Fig. 1: run 1, metal 1
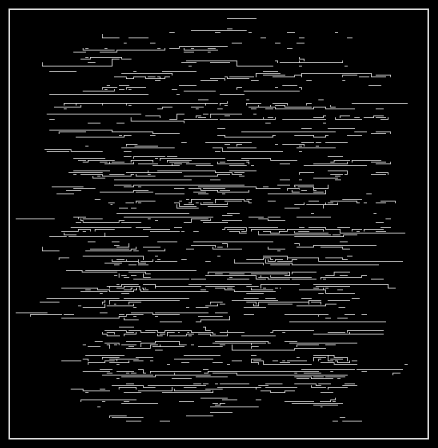
Fig. 2: run 1, metal 2
Scale bar: 20 um. Cells faint in the background.
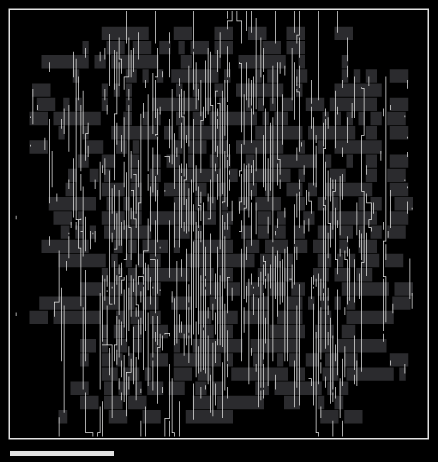
Fig. 3: run 1, signal wires on met3
Scale bar: 20 um.
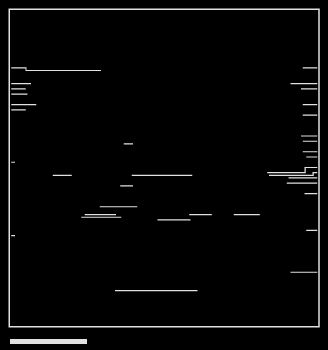
===== src/rtl/ae_pkg.sv =====
// Shared codes for the autoencoder control path: opcodes, ALU/destination selects,
// FSM states and the decoder result types used by the CU and the top level alike.
package ae_pkg;

   localparam logic [3:0] OP_NOP  = 4'h0;
   localparam logic [3:0] OP_ADD  = 4'h1;
   localparam logic [3:0] OP_SUB  = 4'h2;
   localparam logic [3:0] OP_MUL  = 4'h3;
   localparam logic [3:0] OP_MAC  = 4'h4;
   localparam logic [3:0] OP_RELU = 4'h5;
   localparam logic [3:0] OP_SIG  = 4'h6;
   localparam logic [3:0] OP_DSIG = 4'h7;
   localparam logic [3:0] OP_MOV  = 4'h8;
   localparam logic [3:0] OP_LOOP = 4'h9;
   localparam logic [3:0] OP_JNZ  = 4'hA;
   localparam logic [3:0] OP_HALT = 4'hF;

   typedef enum logic [1:0] {
      ALU_ADD = 2'b00,
      ALU_SUB = 2'b01,
      ALU_MUL = 2'b10,
      ALU_MAC = 2'b11
   } alu_op_e;

   typedef enum logic [1:0] {
      DEST_RAW  = 2'b00,
      DEST_SIG  = 2'b01,
      DEST_RELU = 2'b10,
      DEST_DSIG = 2'b11
   } dest_sel_e;

   typedef enum logic [2:0] {
      ST_IDLE   = 3'd0,
      ST_FETCH  = 3'd1,
      ST_DECODE = 3'd2,
      ST_EXEC   = 3'd3,
      ST_WB     = 3'd4,
      ST_DONE   = 3'd5
   } state_e;

   // Instruction class; illegal opcodes are a class of their own.
   typedef enum logic [2:0] {
      CLS_NOP  = 3'd0,
      CLS_COMP = 3'd1,
      CLS_LOOP = 3'd2,
      CLS_JNZ  = 3'd3,
      CLS_HALT = 3'd4,
      CLS_ILL  = 3'd5
   } op_class_e;

   typedef struct packed {
      alu_op_e   alu_op;
      logic      op2_zero;
      dest_sel_e dest_sel;
   } ctrl_t;

   typedef struct packed {
      op_class_e cls;
      ctrl_t     ctrl;
   } dec_t;

endpackage


===== src/rtl/ae_decode.sv =====
// Opcode decoder: maps an opcode to its class and the ALU/destination controls.
// Purely combinational.
module ae_decode
   import ae_pkg::*;
#(
   parameter int OPC_W = 4
) (
   input  logic [OPC_W-1:0] opc,
   output dec_t             dec
);

   always_comb begin
      // NOTE: every field gets a default first so no path through the case leaves
      // an output unassigned, which would otherwise infer a latch.
      dec.cls           = CLS_ILL;
      dec.ctrl.alu_op   = ALU_ADD;
      dec.ctrl.op2_zero = 1'b0;
      dec.ctrl.dest_sel = DEST_RAW;
      case (opc)
         OPC_W'(OP_NOP):  dec.cls = CLS_NOP;
         OPC_W'(OP_LOOP): dec.cls = CLS_LOOP;
         OPC_W'(OP_JNZ):  dec.cls = CLS_JNZ;
         OPC_W'(OP_HALT): dec.cls = CLS_HALT;
         OPC_W'(OP_ADD):  dec.cls = CLS_COMP;
         OPC_W'(OP_SUB): begin
            dec.cls         = CLS_COMP;
            dec.ctrl.alu_op = ALU_SUB;
         end
         OPC_W'(OP_MUL): begin
            dec.cls         = CLS_COMP;
            dec.ctrl.alu_op = ALU_MUL;
         end
         OPC_W'(OP_MAC): begin
            dec.cls         = CLS_COMP;
            dec.ctrl.alu_op = ALU_MAC;
         end
         OPC_W'(OP_RELU): begin
            dec.cls           = CLS_COMP;
            dec.ctrl.dest_sel = DEST_RELU;
         end
         OPC_W'(OP_SIG): begin
            dec.cls           = CLS_COMP;
            dec.ctrl.dest_sel = DEST_SIG;
         end
         OPC_W'(OP_DSIG): begin
            dec.cls           = CLS_COMP;
            dec.ctrl.dest_sel = DEST_DSIG;
         end
         OPC_W'(OP_MOV): begin
            dec.cls           = CLS_COMP;
            dec.ctrl.op2_zero = 1'b1;
         end
         default: dec.cls = CLS_ILL;
      endcase
   end

endmodule


===== src/rtl/ae_sequencer.sv =====
// Fetch/decode/execute sequencer for the autoencoder datapath: PC, operand register,
// loop counter, control FSM, start/busy/done handshake, abort and error reporting.
module ae_sequencer
   import ae_pkg::*;
#(
   parameter int INSTR_W = 16,
   parameter int OPC_W   = 4,
   parameter int FIELD_W = 4,
   parameter int PC_W    = 8,
   parameter int LOOP_W  = 8
) (
   input  logic               clock,
   input  logic               reset_n,
   input  logic               start,
   input  logic               abort,
   output logic               busy,
   output logic               done,
   output logic               error,
   output logic [PC_W-1:0]    imem_addr,
   input  logic [INSTR_W-1:0] imem_data,
   output logic [FIELD_W-1:0] rf_rd_addr1,
   output logic [FIELD_W-1:0] rf_rd_addr2,
   output logic [FIELD_W-1:0] rf_wr_addr,
   output logic               rf_we,
   output logic               alu_en,
   output logic [1:0]         alu_op,
   output logic               op2_zero,
   output logic [1:0]         dest_sel
);

   localparam int OPND_W = 3 * FIELD_W;

   state_e              state, state_d;
   logic [PC_W-1:0]     pc, pc_d;
   logic [OPND_W-1:0]   ir, ir_d;
   ctrl_t               ctrl_q, ctrl_d;
   logic [LOOP_W-1:0]   loop_cnt, loop_d;
   logic                error_q, error_d;
   logic                abort_pend, abort_d;
   logic                rf_we_q;
   logic                advance;
   logic                exec_phase;
   dec_t                fdec;

   // The opcode is decoded straight off the memory word; only next-state logic and
   // registers consume it, so no output sees imem_data combinationally.
   ae_decode #(.OPC_W(OPC_W)) u_decode (
      .opc (imem_data[INSTR_W-1 -: OPC_W]),
      .dec (fdec)
   );

   always_comb begin
      state_d = state;
      pc_d    = pc;
      ir_d    = ir;
      ctrl_d  = ctrl_q;
      loop_d  = loop_cnt;
      error_d = error_q;
      abort_d = abort_pend | abort;
      advance = 1'b0;
      case (state)
         ST_IDLE: begin
            abort_d = 1'b0;
            if (start) begin
               pc_d    = '0;
               error_d = 1'b0;
               state_d = ST_FETCH;
            end
         end
         ST_FETCH: state_d = (abort_pend || abort) ? ST_DONE : ST_DECODE;
         ST_DECODE: begin
            ir_d   = imem_data[OPND_W-1:0];
            ctrl_d = fdec.ctrl;
            case (fdec.cls)
               CLS_COMP: state_d = ST_EXEC;
               CLS_HALT: state_d = ST_DONE;
               CLS_ILL: begin
                  error_d = 1'b1;
                  state_d = ST_DONE;
               end
               CLS_LOOP: begin
                  loop_d  = imem_data[LOOP_W-1:0];
                  advance = 1'b1;
               end
               CLS_JNZ: begin
                  if (loop_cnt != '0) begin
                     loop_d  = loop_cnt - 1'b1;
                     pc_d    = imem_data[PC_W-1:0];
                     state_d = ST_FETCH;
                  end else begin
                     advance = 1'b1;
                  end
               end
               default: advance = 1'b1;
            endcase
         end
         ST_EXEC: state_d = ST_WB;
         ST_WB:   advance = 1'b1;
         ST_DONE: begin
            abort_d = 1'b0;
            state_d = ST_IDLE;
         end
         default: state_d = ST_IDLE;
      endcase

      // Sequential advance; the PC never wraps, running off the end is an error.
      if (advance) begin
         if (&pc) begin
            error_d = 1'b1;
            state_d = ST_DONE;
         end else begin
            pc_d    = pc + 1'b1;
            state_d = ST_FETCH;
         end
      end
   end

   // NOTE: state registers use non-blocking assignments so every flop samples the
   // pre-edge values regardless of process ordering.
   always_ff @(posedge clock or negedge reset_n) begin
      if (!reset_n) begin
         state      <= ST_IDLE;
         pc         <= '0;
         ir         <= '0;
         ctrl_q     <= '{alu_op: ALU_ADD, op2_zero: 1'b0, dest_sel: DEST_RAW};
         loop_cnt   <= '0;
         error_q    <= 1'b0;
         abort_pend <= 1'b0;
         rf_we_q    <= 1'b0;
      end else begin
         state      <= state_d;
         pc         <= pc_d;
         ir         <= ir_d;
         ctrl_q     <= ctrl_d;
         loop_cnt   <= loop_d;
         error_q    <= error_d;
         abort_pend <= abort_d;
         // Write strobe comes straight from a flop so it cannot glitch on state decode.
         rf_we_q    <= (state_d == ST_WB);
      end
   end

   assign exec_phase  = (state == ST_EXEC) || (state == ST_WB);
   assign busy        = (state != ST_IDLE);
   assign done        = (state == ST_DONE);
   assign error       = error_q;
   assign imem_addr   = pc;
   assign rf_we       = rf_we_q;
   assign alu_en      = exec_phase;
   assign alu_op      = exec_phase ? ctrl_q.alu_op : ALU_ADD;
   assign op2_zero    = exec_phase & ctrl_q.op2_zero;
   assign dest_sel    = exec_phase ? ctrl_q.dest_sel : DEST_RAW;
   assign rf_rd_addr1 = exec_phase ? ir[OPND_W-1 -: FIELD_W] : '0;
   assign rf_rd_addr2 = exec_phase ? ir[2*FIELD_W-1 -: FIELD_W] : '0;
   assign rf_wr_addr  = (state == ST_WB) ? ir[FIELD_W-1:0] : '0;

endmodule


===== config.mk =====
export PLATFORM = sky130hd
export DESIGN_NAME = ae_sequencer
export DESIGN_NICKNAME = d
export VERILOG_FILES = /design/src/rtl/ae_pkg.sv /design/src/rtl/ae_decode.sv /design/src/rtl/ae_sequencer.sv
export SDC_FILE = /design/constraint.sdc
export NUM_CORES = 1
export LEC_CHECK = 0
export CAP_MARGIN = 0
export CELL_PAD_IN_SITES_DETAIL_PLACEMENT = 1
export CELL_PAD_IN_SITES_GLOBAL_PLACEMENT = 1
export CORE_AREA = 2 2 78 80
export CTS_BUF_LIST = sky130_fd_sc_hd__clkbuf_8
export DETAILED_ROUTE_END_ITERATION = 16
export DIE_AREA = 0 0 80 82
export GPL_ROUTABILITY_DRIVEN = 0
export PLACE_DENSITY = 0.84
export SETUP_SLACK_MARGIN = 0.4
export SYNTH_ARGS = -nofsm -noshare
export SYNTH_HDL_FRONTEND = slang
export SYNTH_SLANG_ARGS = --single-unit
export TNS_END_PERCENT = 1

===== constraint.sdc =====
create_clock -name clock -period 3.2 [get_ports clock]
set_input_delay 0.64 -clock clock [delete_from_list [all_inputs] [get_ports clock]]
set_output_delay 0.64 -clock clock [all_outputs]
set_load 0.005 [all_outputs]

==> results.txt, run 1 <==
Physical implementation

The mean area per synthesized cell is 8.717 um2. The most crowded layer after global routing is met2. The detailed router put a total of 2903 um of wire on met1. The share of the core filled by cells before placement is 0.4096. 210 cells are multi-input combinational gates.

For flop-to-flop paths, the worst setup slack is 0.90 ns. TritonCTS built the clock tree. The final total negative setup slack is 0 ns. The number of nets still failing antenna checks after routing is 0. The pin closest to its max-slew limit shows a slew of 0.8944 ns. Counting buffers and inverters, the worst setup path is 4 cells deep. The total net switching power is 773.6 uW. Of the total power, the clock network draws 0.192.

The die outline area is 6560 um2. Measured in cells, the most critical reg-to-reg path has a length of 8. The multi-input combinational cells in the finished layout cover a total of 1275 um2. Setup repair after global routing left no endpoint under its margin. Ranking logic cells in the layout by count gives the top entries nand2_1, clkdlybuf4s50_1, dfrtp_1. The net count entering floorplan is 293. The most common logic cell in the routed design is nand2_1. The top cell family by delay on the critical path is simple AND/OR/NAND/NOR gates. The insertion delay of the later-clocked pin in the worst-skew pair is 0.29 ns. The highest net fanout along the worst path is 14. The library cell contributing the largest single delay on the critical path is clkdlybuf4s50_1. The area fraction in and, or, nand and nor cells after synthesis is 0.3115. According to the floorplan report, the placeable core area is 5746 um2.

The sink count of the clock tree is 39. The routing usage on met2 is 0.3792. For this sky-water flow run, the detailed-routed wirelength per cell is reported as 16.48 um. On met3, the global router reports a usage of 0.03187. The highest metal layer used by the detailed router is met4. The number of buffers inserted by post-CTS setup repair is 0. Counting flops with a built-in enable in the synthesized netlist gives 0. The post-route worst setup slack is 0.5532 ns.

The power report puts the leakage power at 1.324 nW. The flow ran to the end, and the final reports show no timing, DRC or antenna violations. The number of logic inverters in the finished layout is 5. The final report lists the setup-violating endpoint count as 0.

The number of unique standard cell types used by synthesis is 57. The root buffer cell chosen for the clock tree is clkbuf_8. The largest net degree at the start of global routing is 40. The fraction of cell area in multi-input combinational cells is reported as 0.4175. Measured along the x axis, the die boundary spans 80 um. The count of plain and timing-repair buffers in the layout is 61. Across the placement rows, the number of tap cells is 75. The number of flip-flops under the largest register name is 12. The path type of the worst min-delay path is input pin to asynchronous set/reset pin. The maximum clock skew at final layout is 0.008837 ns. In the CTS report, the clock slew at the register clock pins of the worst setup and hold paths is listed as 0.08 ns. The minimum period implied by the final worst setup slack is 2.647 ns. In this build the clock could be raised as far as 377.8 MHz. Per STA, the highest per-stage delay on the worst path measures 0.53 ns. The detailed placer reported the number of placed instances as 388. Per the slew report, the remaining headroom to the max-slew limit stands at 0.4038.

For the clock group, total power comes out at 413 uW. The post-route DRC violation count is 0. The flow reported a cell area power density of 706.1 nW/um2. Per the power-grid run, VDD falls by no more than 0.0002596 V. The synthesis report gives the async set-or-reset register share as 1.000.

The sequential standard cell area is 978.4 um2. The number of antenna violations at the first check in global routing is 0. Before antenna repair, the detailed router went through 4 iterations. The y dimension of the die is 82 um. The power report attributes to the sequential group a share of 0.393.

The final layout net count is 345. Of all the cell area in the finished design, non-clock buffers hold 0.1884. OpenSTA lists the critical path startpoint as state[2].

The number of gates resized after CTS is 3. The termination of the worst setup path is rf_rd_addr2[1]. Of the total synthesized cell area, the portion taken by full adders, half adders and majority gates is 0.01595. Ranked by flip-flop count, first place goes to ir. Together, buffers and inverters on the worst path number 1. The layout report gives the register share of total cell area as 0.3204.

The final sequential cell count is 39. The power dissipated in combinational cells is 895 uW. Dividing the final minimum period by the clock period gives 0.8271.

The diode insertion count for antenna repair is 0. The total routing usage reported by global routing is 0.2097. The share of post-route cells with drive strength above 1 is 0.1084.

The max-slew violation count is 0. The placement-stage cell area is 2917 um2. The OpenROAD report gives the critical path a required time of 2.56 ns. The global route stage reports its total congestion overflow as 0. Measured on the final layout, the clock distribution area share stands at 0.03687.
Back to the opening pictures, Fig. 1:
- share of all routed wire: 44%
- nets with wire on the layer: 304
- longest straight run: 29.4 um
total number of vias: 2184
Total Wirelength: 6560 um
met1 track demand over resource: 0.2674

Back to the opening pictures, Fig. 2:
- share of all routed wire: 52%
- longest straight run: 31.6 um
- main direction: vertical
- nets with wire on the layer: 298
- wire length on this layer: 3380 um

Back to the opening pictures, Fig. 3:
- share of all routed wire: 3.5%
- main direction: horizontal
- wire length on this layer: 229 um

## run 1: cell usage after synthesis (all sizes together) (2+ instances only)
library cell	count	share of area
o22ai	3	0.0080
nand2	59	0.094
and2	18	0.048
o41ai	3	0.011
ha	3	0.016
and4	2	0.0074
o211ai	6	0.019
nor2b	2	0.0053
a221o	3	0.018
nand3	7	0.015
nand3b	2	0.0064
nand2b	3	0.0080
nand4	2	0.0053
nor3	9	0.021
a21boi	4	0.016
a31oi	3	0.0080
xnor2	4	0.015
o21ai	15	0.032
nor2	20	0.043
nor3b	5	0.023
clkbuf	7	0.011
dfrtp	39	0.41
a21oi	12	0.026
xor2	3	0.011
and3	2	0.0053
or3	3	0.0080
inv	5	0.0080
buf	9	0.028
Fig. 4: run 1, a small window of the routed layout
Scale bar: 5 um. Window x 10 to 30, y 52 to 72 um. Cells in grey, sequential cells in the stronger grey; small squares are vias.
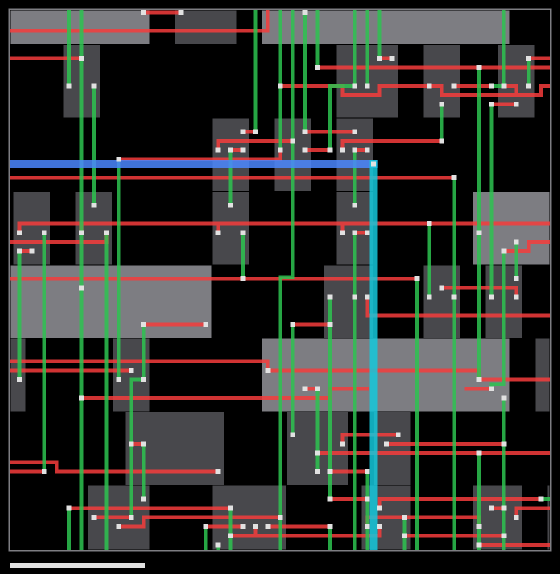

==> run 1 -> run 2 <==
Settings changed: CORE_AREA 2 2 78 80 to 2 2 86 88, DIE_AREA 0 0 80 82 to 0 0 88 90, PLACE_DENSITY 0.84 to 0.73.
Clock period 3.2 ns to 2.4 ns, I/O delays scaled along.
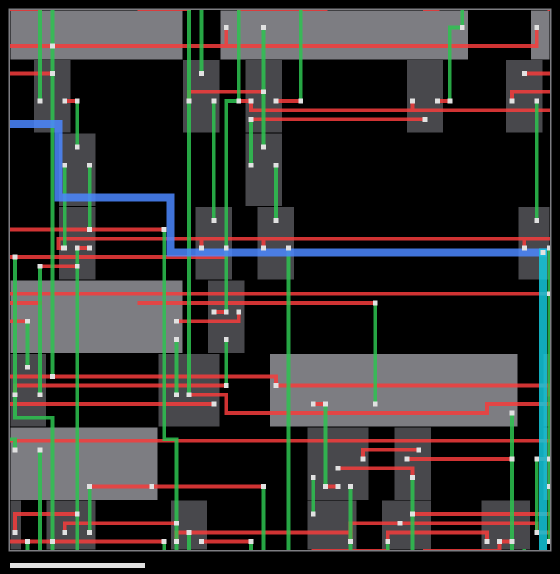
Fig. 5. A small window of the routed layout (run 2).
Scale bar: 5 um. Window x 12 to 32, y 58 to 78 um. Cells in grey, sequential cells in the stronger grey; small squares are vias.
- blue: met3
- cyan: met4
- green: met2
- red: met1
- most frequent: nand2_1 (13), dfrtp_1 (5), nor3_1 (2)
- cells with their middle in the window: 26
- netlist names of flops here include: ir (3), loop_cnt (2)
- sequential cells in the window: 5

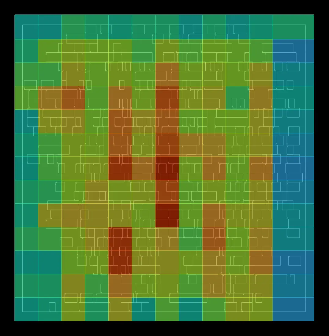
Fig. 6. Routing congestion map (run 2).
fin util: 0.4757
GR Util All Layers: 0.1818
highest-utilization routing layer at the global route stage: met2
wire length per cell: 15.40 um
met2 usage in global routing: 0.2936

==> results.txt, run 2 <==
Physical implementation

The sink count of the clock tree is 39 (unchanged). Yosys reports a chip area of 2354 um2. The number of cells in the design after placement is 424 (+9.3%). By instance count after routing, the leading logic cell types are nand2_1, dfrtp_1, clkdlybuf4s50_1.

The highest net fanout along the worst path was 7 (-7). The worst setup path is launched from a flop. The sequential power is 1.10 mW. The commonest register cell is dfrtp_1. The via count of the first global-routing pass is 2247. The die width is 88 um (+10%). The fraction of post-synthesis cell area in the top cell type by area is 0.4147 (unchanged). The detailed-router iteration count before antenna repair came to 4 (unchanged). Setup repair after global routing could not meet its margin everywhere. The fraction of area in multi-input gates is 0.4009 (-0.01655). The capture point of the worst register-to-register path is recorded as imem_addr[7]. The critical path data required time is 1.92 ns (-0.64 ns). The total net switching power came to 1.099 mW (+42%). The number of clock-tree buffers in the layout is 5.

The share of the core filled by cells before placement is 0.3352 (-0.07439). The worst relative slew slack came to 0.7119 (+0.3082). The path type of the worst min-delay path is input pin to asynchronous set/reset pin.

Summed over all instances, the cell type with the most area after synthesis is dfrtp_1. The count of mapped cells out of synthesis is 270. The dominant combinational cell family by area after synthesis is simple AND/OR/NAND/NOR gates. For this run, the detailed router reports a per-instance via density of 5.116.

The post-place setup slack is 0.01474 ns. The non-clock buffer share of cell area is 0.2241 (+0.03561). The met1 track demand over resource in global routing came to 0.2533 (-0.01413). The sequential fraction of design power was 0.342 (-0.051). The sequential standard cell area was 977.2 um2 (-0.13%). Summing all multiplexer cells gives an area fraction of 0. The post-route standard cell area excluding fillers is 3339 um2. The count of inserted tapcells was 99 (+32%).

The power dissipated in combinational cells was 1.46 mW (+63%). The share of post-route cells with drive strength above 1 was 0.2281 (+0.1197). The number of nets still failing antenna checks after routing came to 0 (unchanged). The number of logic inverters in the finished layout is 5 (unchanged).

Buffers inserted to repair hold after CTS numbered 0. Traced cell by cell, the critical path runs through buf_6, nor3b_4, nand2b_4, buf_12, buf_8, and2_4, buf_6. The final total negative setup slack came to 0 ns (unchanged). The routed length on met1 is 3210 um (+11%). The number of antenna violations at the first check in global routing is 0 (unchanged). Per the cell usage report, the commonest logic cell in the layout is nand2_1. The register share of the cell area is 0.2926 (-0.02774). The cell area power density is 962.5 nW/um2 (+36%). The depth of the worst register-to-register path is 7 (-1). The number of buffers on the longest clock path is 2. The clock slew at the register clock pins of the worst setup and hold paths is 0.08 ns (about the same). The post-route worst setup slack came to 0.3018 ns (-0.2514 ns). Leaving out filler cells and counting taps, the final layout contains 441.

The worst supply voltage drop on vdd is 0.0003114 V (+20%). The largest net degree at the start of global routing is 21 (-48%). The y dimension of the die is 90 um (+9.8%). The number of buffers inserted by post-CTS setup repair is 8 (+8).

The delay of the slowest cell on the worst path is 0.42 ns (-0.11 ns). The final sequential cell count is 39 (unchanged). The net count entering floorplan is 293 (unchanged). The total via count in the routed design is 2256 (+3.3%). The multi-input combinational cell count is 210 (unchanged). The internal reg-to-reg setup slack is 0.31 ns (-0.59 ns). The first-pass GRT wire length is 11330 um. The clock share of power is 0.204 (+0.012).

The count of plain and timing-repair buffers in the layout came to 80 (+31%). The post-route DRC violation count is 0 (unchanged). The number of primary I/O pins is 50. Of the total synthesized cell area, the portion taken by XOR and XNOR cells is 0.02605. The insertion delay of the later-clocked pin in the worst-skew pair came to 0.30 ns (about the same). The max-slew violation count came to 0 (unchanged). The synthesized-area fraction occupied by adder cells was 0.01595 (unchanged). The diode insertion count for antenna repair is 0 (unchanged). The mean area per synthesized cell came to 8.717 um2 (unchanged). The number of enable flip-flop cells is 0 (unchanged). The launch point of the worst register-to-register path is recorded as state[0]. The count of buffers added on input and output ports is 49.

The power in the clock group was 655 uW (+59%). The final-layout clock-cell area share is 0.03972 (+0.002845). The post-synthesis instance area is 2354 um2. The number of flip-flops under the largest register name came to 12 (unchanged). After synthesis, the cell types taking the most area are dfrtp_1, nand2_1, and2_1. Counting instances in the post-synthesis netlist gives the leading cell types as nand2_1, dfrtp_1, and2_1. The area fraction in and, or, nand and nor cells after synthesis is 0.3115 (unchanged). Of all power groups, the one with the highest power is combinational cells.

The post-route clock period utilization is 0.8742. The setup path with the least slack is of type flop to output pin. Per the detail_route log, met2 wirelength is 3277 um. The highest metal layer used by the detailed router is met4. The CTS buffer count is 5. The worst hold margin is 0.1101 ns. The DRC marker count from the first detailed-route iteration is 80. The switching share of power is 0.3418. The flow ran to the end, and the final reports show no timing, DRC or antenna violations. The top cell family by delay on the critical path is simple AND/OR/NAND/NOR gates. The number of max-cap violations is 0. The post-detailed-placement half-perimeter wirelength is 5003 um.

The wire length after detailed routing came to 6792 um (+3.5%). The leakage power figure came to 1.530 nW (+16%). According to the floorplan log, the row count is 31.

Ranked by flip-flop count, first place goes to ir. The final layout net count came to 364 (+5.5%). The die outline area was 7920 um2 (+21%). The worst path in the final design needs a cycle of 2.098 ns, including I/O delays and setup. The proportion of synthesized flip-flops having asynchronous set or reset is 1.000 (unchanged). The area of combinational cells with multiple inputs was 1339 um2 (+5.0%). The total overflow reported by the global router is 0 (unchanged). The number of gates resized after CTS is 69 (+66).

The final tally of setup violations is 0 (unchanged). The worst-margin pin slew is 0.4288 ns (-0.4656 ns). The clock tree root driver cell is clkbuf_8. The placeable core area was 7020 um2 (+22%). The dominant cell by count in the synthesized netlist is nand2_1. The share of total power dissipated in combinational logic is 0.454. Static timing analysis puts the maximum clock frequency at 476.6 MHz. From synthesis to final layout, the design area changed by 41.89%.

The met3 track demand over resource came to 0.03489 (+0.003026). The maximum clock skew at final layout is 0.005391 ns (-0.003446 ns). The number of unique standard cell types used by synthesis is 57 (unchanged). The count of buffering cells on the critical path with inverters included is 4 (+3).

The number of H-tree levels is 2. TritonCTS built the clock tree. The placement-stage cell area is 3062 um2 (+5.0%). The slowest stage of the critical path belongs to the cell dfrtp_1.
==> run 2: cell count changes in the layout (fill, tap and decap cells not counted), sizes merged <==
cell	delta
clkdlybuf4s50	-22
dlygate4sd2	+5
dlymetal6s2s	+2
buf	+28
clkdlybuf4s15	+5
clkinv	-2
bufinv	+1
clkbuf	+1
inv	+1
==> run 2: worst max-delay path by stage <==
stage,start,to,cells past startpoint
after floorplan,loop_cnt[0],imem_addr[7],8
after CTS,state[1],op2_zero,7
after global routing,state[0],rf_rd_addr2[0],7
final,state[1],rf_rd_addr2[0],7
after detailed placement,imem_data[15],imem_addr[7],6
after global placement,imem_data[15],imem_addr[7],6
==> run 2: cell families after synthesis <==
kind of cell,Yosys count
and+or+nand+nor,140
AOI/OAI and AO/OA,60
xor gates and xnor gates,7
adders and majority gates,3
DFF,39
buffers and inverters,21
==> run 2 -> run 3 <==
Settings changed: SLEW_MARGIN from default to 25.
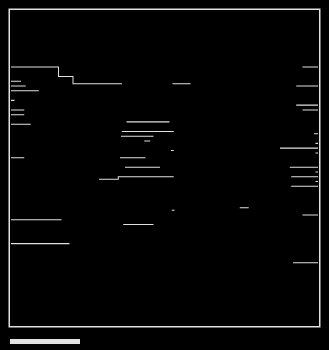
Fig. 7. Signal wires on met3 (run 3).
Scale bar: 20 um.
- nets with wire on the layer: 32
- longest straight run: 16.3 um
- main direction: horizontal
- wire length on this layer: 254 um

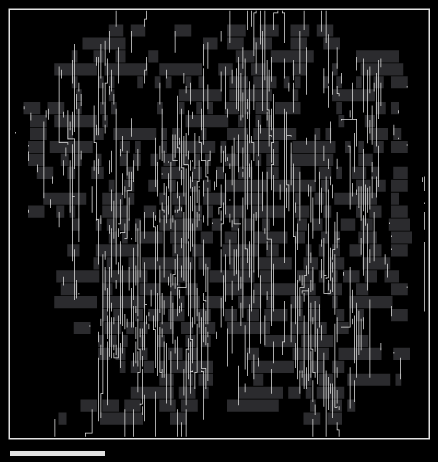
Fig. 8. Metal 2 (run 3).
Scale bar: 20 um. Cells faint in the background.
- main direction: vertical
- share of all routed wire: 48%
- wire length on this layer: 3280 um

==> results.txt, run 3 <==
Physical implementation

The run finished with clean final reports. The largest net degree at the start of global routing was 21 (unchanged). The number of cells in the design after placement is 424 (unchanged). The area fraction in and, or, nand and nor cells after synthesis came to 0.3115 (unchanged). The number of buffers added to fix hold violations after cts was 0 (unchanged).

The final-layout clock-cell area share was 0.03972 (unchanged). The top cell types in the final layout, fill and taps aside, are nand2_1, dfrtp_1, clkdlybuf4s50_1. By area, the combinational part of the netlist is dominated by simple AND/OR/NAND/NOR gates. The y dimension of the die is 90 um (unchanged). By count the netlist is led by nand2_1, dfrtp_1, and2_1. The count of buffering cells on the critical path with inverters included is 4 (unchanged). The switching share of power is 0.3418 (unchanged).

The number of H-tree levels is 2 (unchanged). The total via count in the routed design is 2256 (unchanged). The insertion delay of the later-clocked pin in the worst-skew pair is 0.30 ns (about the same).

The count of mapped cells out of synthesis is 270 (unchanged). The final sequential cell count is 39 (unchanged). The via count of the first global-routing pass was 2247 (unchanged).

The number of enable flip-flop cells was 0 (unchanged). The most common logic cell in the final layout is nand2_1. Per the timing report, the most critical flop-to-flop path finishes at imem_addr[7].

The number of filler cells placed in the layout is 836. Setup repair after global routing could not meet its margin everywhere. The minimum period implied by the final worst setup slack is 2.098 ns (unchanged). The synthesized-area fraction occupied by adder cells is 0.01595 (unchanged). The number of clock-tree buffers in the layout is 5 (unchanged).

The utilization of the core after routing is 0.4757 (unchanged). The post-route DRC violation count is 0 (unchanged). The met1 track demand over resource in global routing was 0.2533 (unchanged). The placeable core area is 7020 um2 (unchanged). The number of primary I/O pins is 50 (unchanged). The multi-input combinational cell count was 210 (unchanged). The layout-stage area growth over the synthesis result is 41.89% (unchanged). The count of plain and timing-repair buffers in the layout is 80 (unchanged). The sequential standard cell area was 977.2 um2 (unchanged).

The register share of the cell area came to 0.2926 (unchanged). The post-route clock period utilization is 0.8742 (unchanged). The area of combinational cells with multiple inputs was 1339 um2 (unchanged).

In this design, the largest share of critical-path delay is due to simple AND/OR/NAND/NOR gates. TritonCTS built the clock tree. The proportion of synthesized flip-flops having asynchronous set or reset is 1.000 (unchanged). The detailed-router iteration count before antenna repair came to 4 (unchanged). The delay of the slowest cell on the worst path came to 0.42 ns (about the same).

The net count entering floorplan came to 293 (unchanged). The detailed-route wire length per cell is 15.40 um (unchanged). The post-route worst setup slack is 0.3018 ns (unchanged). The critical path data required time came to 1.92 ns (about the same).

The fraction of post-synthesis cell area in the top cell type by area came to 0.4147 (unchanged). Yosys attributes the largest share of cell area to dfrtp_1, nand2_1, and2_1. For reference, the critical path cell chain is buf_6, nor3b_4, nand2b_4, buf_12, buf_8, and2_4, buf_6. The routed length on met1 came to 3210 um (unchanged). The number of buffers on the longest clock path is 2 (unchanged). The met3 track demand over resource is 0.03489 (unchanged). The dominant cell type by area after synthesis is dfrtp_1. The max-slew violation count is 0 (unchanged). The clock tree root driver cell is clkbuf_8. The total net switching power was 1.099 mW (unchanged). The leakage power figure is 1.530 nW (unchanged). The number of standard cells in the layout, taps in and fillers out is 441 (unchanged).

The maximum clock skew at final layout came to 0.005391 ns (unchanged). The worst reg2reg path startpoint is state[0]. The number of flip-flops under the largest register name is 12 (unchanged). The post-route standard cell area excluding fillers was 3339 um2 (unchanged). The routing usage on met2 is 0.2936 (unchanged). The highest net fanout along the worst path was 7 (unchanged). The top achievable clock speed is 476.6 MHz (unchanged).

The number of buffers inserted by post-CTS setup repair is 8 (unchanged). The mean area per synthesized cell came to 8.717 um2 (unchanged). The CTS buffer count is 5 (unchanged). The die width is 88 um (unchanged). The power in the clock group is 655 uW (about the same). The area reported by Yosys stat is 2354 um2 (unchanged).

The wire length after detailed routing is 6792 um (unchanged). The diode insertion count for antenna repair is 0 (unchanged). The sequential power is 1.10 mW (about the same). The non-clock buffer share of cell area is 0.2241 (unchanged). The clock share of power is 0.204 (about the same). The path type of the worst min-delay path is input pin to asynchronous set/reset pin. The clock slew at the register clock pins of the worst setup and hold paths is 0.08 ns (about the same).

The worst hold margin was 0.1101 ns (unchanged). More flip-flops sit in one register than any other, and that register is ir. The post-synthesis instance area is 2354 um2 (unchanged).

Of all power groups, the one with the highest power is combinational cells. The placement-stage cell area came to 3062 um2 (unchanged). The number of nets still failing antenna checks after routing is 0 (unchanged).

The number of antenna violations at the first check in global routing is 0 (unchanged). The post-place setup slack is 0.01474 ns (unchanged). The sink count of the clock tree is 39 (unchanged).

The number of max-cap violations is 0 (unchanged). The total routing usage reported by global routing is 0.1818 (unchanged). The XOR/XNOR share of the synthesized area is 0.02605 (unchanged). The sequential fraction of design power came to 0.342 (about the same). The most common cell in the synthesized netlist is nand2_1.

The per-cell via count in the routed design is 5.116 (unchanged). The die outline area came to 7920 um2 (unchanged). The number of logic inverters in the finished layout came to 5 (unchanged).

The number of rows created at floorplan is 31 (unchanged).
[run 3: cell counts in the layout (fill, tap and decap cells not counted)]
No cell type changed its count.
[run 3: cells by family (layout without fill, tap and decap cells)]
group	Yosys count	in the layout
AOI/OAI and AO/OA	60	60
xor gates and xnor gates	7	7
adders and majority gates	3	3
buffers and inverters	21	93
DFF	39	39
and+or+nand+nor	140	140
[run 3: worst max-delay path by stage]
stage,startpoint,to,cells after the start
finish,state[1],rf_rd_addr2[0],7
detailed placement,imem_data[15],imem_addr[7],6
global route,state[0],rf_rd_addr2[0],7
CTS,state[1],op2_zero,7
global placement,imem_data[15],imem_addr[7],6
floorplan,loop_cnt[0],imem_addr[7],8
No activity file was given, so power comes from the tool's default toggle rates.
